File: src/rtl/bcd_7seg_scan_pkg.sv
`default_nettype none
// ============================================================================
// Module : bcd_disp_pkg
// Brief  : Active-low segment glyphs and width helper for the BCD scan display
// Rev    : 1.0
// ============================================================================
package bcd_disp_pkg;

    // Bit order {g,f,e,d,c,b,a}, 0 = segment lit
    localparam logic [6:0] SEG_0     = 7'b1000000;
    localparam logic [6:0] SEG_1     = 7'b1111001;
    localparam logic [6:0] SEG_2     = 7'b0100100;
    localparam logic [6:0] SEG_3     = 7'b0110000;
    localparam logic [6:0] SEG_4     = 7'b0011001;
    localparam logic [6:0] SEG_5     = 7'b0010010;
    localparam logic [6:0] SEG_6     = 7'b0000010;
    localparam logic [6:0] SEG_7     = 7'b1111000;
    localparam logic [6:0] SEG_8     = 7'b0000000;
    localparam logic [6:0] SEG_9     = 7'b0010000;
    localparam logic [6:0] SEG_DASH  = 7'b0111111;
    localparam logic [6:0] SEG_BLANK = 7'h7F;

    // $clog2 clamped to at least one bit so single-entry counters stay legal
    function automatic int idx_w(input int n);
        return (n > 1) ? $clog2(n) : 1;
    endfunction

endpackage : bcd_disp_pkg
`default_nettype wire

File: src/rtl/bcd_7seg_scan_if.sv
`default_nettype none
// ============================================================================
// Module : bcd_7seg_scan_if
// Brief  : valid/ready handshake carrying packed BCD digits to the scanner
// Rev    : 1.0
// ============================================================================
interface bcd_7seg_scan_if #(
    parameter int NUM_DIGITS = 2
) ();
    logic [4*NUM_DIGITS-1:0] bcd_in;
    logic                    bcd_valid;
    logic                    bcd_ready;

    modport master (output bcd_in, output bcd_valid, input  bcd_ready);
    modport slave  (input  bcd_in, input  bcd_valid, output bcd_ready);
endinterface : bcd_7seg_scan_if
`default_nettype wire

File: src/rtl/bcd_7seg_scan_decode.sv
`default_nettype none
// ============================================================================
// Module : bcd7seg_decode
// Brief  : Combinational nibble to active-low 7-segment glyph, dash for A-F
// Rev    : 1.0
// ============================================================================
module bcd7seg_decode
    import bcd_disp_pkg::*;
(
    input  wire logic [3:0] i_nibble,
    output logic      [6:0] o_seg_n
);
    always_comb begin
        o_seg_n = SEG_DASH;
        case (i_nibble)
            4'd0:    o_seg_n = SEG_0;
            4'd1:    o_seg_n = SEG_1;
            4'd2:    o_seg_n = SEG_2;
            4'd3:    o_seg_n = SEG_3;
            4'd4:    o_seg_n = SEG_4;
            4'd5:    o_seg_n = SEG_5;
            4'd6:    o_seg_n = SEG_6;
            4'd7:    o_seg_n = SEG_7;
            4'd8:    o_seg_n = SEG_8;
            4'd9:    o_seg_n = SEG_9;
            default: o_seg_n = SEG_DASH;
        endcase
    end
endmodule : bcd7seg_decode
`default_nettype wire

File: src/rtl/bcd_7seg_scan.sv
`default_nettype none
// ============================================================================
// Module : bcd_7seg_scan
// Brief  : Double-buffered, time-multiplexed common-anode 7-segment scanner
// Rev    : 1.0
// ============================================================================
module bcd_7seg_scan
    import bcd_disp_pkg::*;
#(
    parameter int                    NUM_DIGITS  = 2,
    parameter int                    REFRESH_DIV = 1000,
    parameter logic [NUM_DIGITS-1:0] DP_MASK     = '0
) (
    input  wire logic                  clk,
    input  wire logic                  rst,
    bcd_7seg_scan_if.slave             bus,
    input  wire logic                  lz_blank,
    output logic      [NUM_DIGITS-1:0] an_n,
    output logic      [6:0]            seg_n,
    output logic                       dp_n
);
    localparam int IDX_W = idx_w(NUM_DIGITS);
    localparam int PRE_W = idx_w(REFRESH_DIV);
    localparam int DW    = 4 * NUM_DIGITS;

    logic [PRE_W-1:0]      r_presc;
    logic [IDX_W-1:0]      r_idx;
    logic [DW-1:0]         r_pending;
    logic [DW-1:0]         r_display;
    logic                  r_pend_full;

    logic                  w_slot_end;
    logic                  w_frame;
    logic                  w_accept;
    logic [3:0]            w_nib;
    logic [6:0]            w_seg_dec;
    logic [NUM_DIGITS-1:0] w_upper_zero;
    logic                  w_run;
    logic                  w_blank;

    assign w_slot_end    = (r_presc == PRE_W'(REFRESH_DIV - 1));
    assign w_frame       = w_slot_end && (r_idx == IDX_W'(NUM_DIGITS - 1));
    assign w_accept      = bus.bcd_valid && !r_pend_full;
    assign bus.bcd_ready = ~r_pend_full;

    always_ff @(posedge clk or posedge rst) begin
        if (rst) begin
            r_presc     <= '0;
            r_idx       <= '0;
            r_pending   <= '0;
            r_display   <= '0;
            r_pend_full <= 1'b0;
        end else begin
            if (w_slot_end) begin
                r_presc <= '0;
                r_idx   <= w_frame ? '0 : r_idx + IDX_W'(1);
            end else begin
                r_presc <= r_presc + PRE_W'(1);
            end
            // Accept only happens while empty, so it can never race the frame swap
            if (w_accept) begin
                r_pending   <= bus.bcd_in;
                r_pend_full <= 1'b1;
            end else if (w_frame && r_pend_full) begin
                r_display   <= r_pending;
                r_pend_full <= 1'b0;
            end
        end
    end

    assign w_nib = r_display[4*r_idx +: 4];

    bcd7seg_decode u_decode (
        .i_nibble (w_nib),
        .o_seg_n  (w_seg_dec)
    );

    // w_upper_zero[k] = nibbles k..NUM_DIGITS-1 are all zero
    always_comb begin
        w_upper_zero = '0;
        w_run        = 1'b1;
        for (int k = NUM_DIGITS - 1; k >= 0; k--) begin
            w_run           = w_run & (r_display[4*k +: 4] == 4'h0);
            w_upper_zero[k] = w_run;
        end
    end

    assign w_blank = lz_blank && (r_idx != '0) && w_upper_zero[r_idx];

    // Slot's first cycle is dead time to stop ghosting between digits
    always_ff @(posedge clk or posedge rst) begin
        if (rst) begin
            an_n  <= '1;
            seg_n <= SEG_BLANK;
            dp_n  <= 1'b1;
        end else if (r_presc == '0) begin
            an_n  <= '1;
            seg_n <= SEG_BLANK;
            dp_n  <= 1'b1;
        end else begin
            an_n  <= ~(NUM_DIGITS'(1) << r_idx);
            seg_n <= w_blank ? SEG_BLANK : w_seg_dec;
            dp_n  <= ~DP_MASK[r_idx];
        end
    end

endmodule : bcd_7seg_scan
`default_nettype wire

File: src/flat_wrapper.sv
// flat-port wrapper written by rule: the top's interface ports become plain ports
module bcd_7seg_scan_flat import bcd_disp_pkg::*;
#(
    parameter int                    NUM_DIGITS  = 2,
    parameter int                    REFRESH_DIV = 1000,
    parameter logic [NUM_DIGITS-1:0] DP_MASK     = '0
)
  (clk, rst, lz_blank, an_n, seg_n, dp_n, bus_bcd_in, bus_bcd_valid, bus_bcd_ready);
  bcd_7seg_scan_if #(.NUM_DIGITS(NUM_DIGITS)) bus_i ();
  input  wire logic clk;
  input  wire logic rst;
  input  wire logic lz_blank;
  output logic      [NUM_DIGITS-1:0] an_n;
  output logic      [6:0] seg_n;
  output logic dp_n;
  input wire logic [$bits(bus_i.bcd_in)-1:0] bus_bcd_in;
  input wire logic [$bits(bus_i.bcd_valid)-1:0] bus_bcd_valid;
  output wire logic [$bits(bus_i.bcd_ready)-1:0] bus_bcd_ready;
  assign bus_i.bcd_in = bus_bcd_in;
  assign bus_i.bcd_valid = bus_bcd_valid;
  assign bus_bcd_ready = bus_i.bcd_ready;
  bcd_7seg_scan #(.NUM_DIGITS(NUM_DIGITS), .REFRESH_DIV(REFRESH_DIV), .DP_MASK(DP_MASK)) u_core (.clk(clk), .rst(rst), .bus(bus_i), .lz_blank(lz_blank), .an_n(an_n), .seg_n(seg_n), .dp_n(dp_n));
endmodule
File: config.mk
export PLATFORM = sky130hd
export DESIGN_NAME = bcd_7seg_scan_flat
export DESIGN_NICKNAME = d
export VERILOG_FILES = /design/src/rtl/bcd_7seg_scan_pkg.sv /design/src/rtl/bcd_7seg_scan_if.sv /design/src/rtl/bcd_7seg_scan_decode.sv /design/src/rtl/bcd_7seg_scan.sv /design/src/flat_wrapper.sv
export SDC_FILE = /design/constraint.sdc
export NUM_CORES = 1
export LEC_CHECK = 0
export ABC_AREA = 1
export CORE_MARGIN = 2
export CORE_UTILIZATION = 59
export CTS_CLUSTER_DIAMETER = 40
export DETAILED_ROUTE_END_ITERATION = 10
export GPL_TIMING_DRIVEN = 0
export PLACE_DENSITY = 0.84
export SETUP_SLACK_MARGIN = 0.15
export SLEW_MARGIN = 20
export SYNTH_ARGS = -nofsm -noshare
export SYNTH_HDL_FRONTEND = slang
export SYNTH_SLANG_ARGS = --single-unit
File: constraint.sdc
create_clock -name clk -period 2.1 [get_ports clk]
set_input_delay 0.525 -clock clk [delete_from_list [all_inputs] [get_ports clk]]
set_output_delay 0.525 -clock clk [all_outputs]
set_load 0.01 [all_outputs]
Figure 1. M3 wires.
Scale bar: 20 µm.
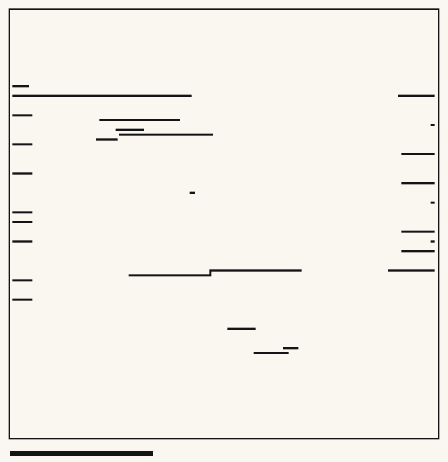
The longest straight run is 24.8 µm. The layer holds 4.8% of the routed length. The wires run mostly horizontal. The layer carries 142 µm of wire. 26 nets have wire on it.
Post-Route WL: 2970 µm
total number of vias: 1353
GRT met3 Usage: 6.061%

Figure 2. Routed metal, one colour a layer.
Scale bar: 20 µm.
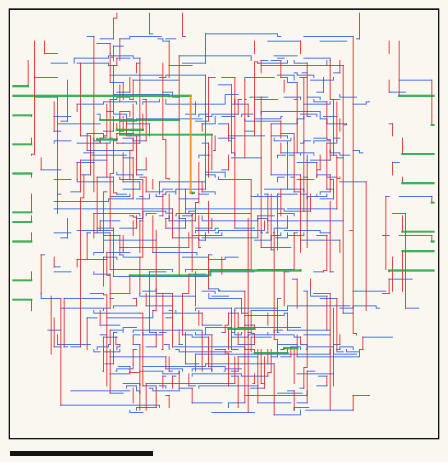
Orange stands for metal 4, wire length 13.6 µm. Blue stands for metal 1, wire length 1390 µm. Green stands for metal 3, wire length 142 µm. Red stands for metal 2, wire length 1430 µm.

==> impl_metrics.ini <==
; physical design summary
[run_status]
outcome = complete, no violations

[critical_path]
cp_num_buf_inv = 2
crit_required_ps = 1570
r2r_end = u_core.seg_n[3]
worstSetupEndpointType = output pin
crit_path_start_kind = register
worstPathMaxFanout = 2
worst-setup-path-type = register to output pin

[global_route]
grt_pass1_vias = 1229
gr-total-overflow = 0

[clock_tree]
cts_buffers = 5
htreeDepth = 2
clockBufferDepth = 2
cts_tree = yes

[synthesis]
synth.avg_cell_area_um2 = 9.287
edf_count = 0
area_leaders = dfrtp_1, dfstp_2, nand2_1
synthCells = 199
synthArstFlopShare_pct = 100.0

[floorplan]
num_io_pins = 23
initCoreUtil_pct = 61.03
core_mm2 = 0.003028

[layout]
logic_gates = 132
seqCellArea_um2 = 937.1
final_cell_mix = nand2_1, dfrtp_1, inv_1, nor2_1, nand3_1
ff_count = 37
drive_above_1_share_pct = 20.18
largestClassByArea = sequential cells

[detailed_routing]
post-route-drc-count = 0

[power]
p_sw_share_pct = 20.47
p_int_w = 0.001046
clkPwrFrac_pct = 39.7
total_power_w = 0.001315

[final_timing]
min_period_ps = 1866
finClkSkew_ps = 11.69
finalHoldWorstSlack_ps = 487.9
finalSetupViolations = 0
tns_ps = 0

[placement]
port_buffers = 21

[run]
tool_warnings = 32
timing repair:
action,4_1_cts,5_1_grt
hold buffers,0,0
endpoints found under the setup margin,0,9
gates resized,0,9
kinds of logic after synthesis:
logic type	share of synthesized area [%]
AND/OR/NAND/NOR	27.15
flip-flops	50.71
buffers and inverters	8.057
adder cells (fa/ha/maj)	5.417
multiplexers	4.875
AND-OR/OR-AND	2.167
XOR/XNOR	1.422
other	0.2029
worst reg2reg max path: cells and delay by family (launching register included):
family                     cells  cell delay (ps)
DFF                            1              390
buffers and inverters          3              370
adders and majority gates      1              300
AOI/OAI and AO/OA              1              110
and+or+nand+nor                4              340
registers in the layout (all words and copies together), names as in the netlist:
signal,flops
u_core.r_presc,10
u_core.r_display,8
u_core.r_pending,8
u_core.seg_n,7
u_core.an_n,2
u_core.r_idx,1
u_core.r_pend_full,1
power groups by stage:
stage	combinational, W	sequential [W]	clock, W
CTS	0.0000544	0.000740	0.000536
detailed placement	0.0000543	0.000753	0
global route	0.0000606	0.000742	0.000567
global placement	0.0000523	0.000752	0
floorplan	0.0000284	0.000750	0
finish	0.0000532	0.000740	0.000522
worst min path at each step:
| stage | start | end | slack (ps) | cells after the start |
|---|---|---|---|---|
| floorplan | u_core.r_display[2] | u_core.r_display[2] | 440 | 2 |
| global placement | u_core.r_display[3] | u_core.r_display[3] | 460 | 2 |
| detailed placement | u_core.r_display[3] | u_core.r_display[3] | 460 | 2 |
| CTS | u_core.r_display[3] | u_core.r_display[3] | 490 | 2 |
| global route | u_core.r_display[3] | u_core.r_display[3] | 500 | 2 |
| finish | u_core.r_display[7] | u_core.r_display[7] | 490 | 2 |
metal layers:
metal | routed length (µm) | up-vias
li1 | - | 690
met1 | 1389 | 625
met2 | 1426 | 36
met3 | 141 | 2
met4 | 13 | 0
met5 | 0 | -
Power and IR drop assume default switching activity.
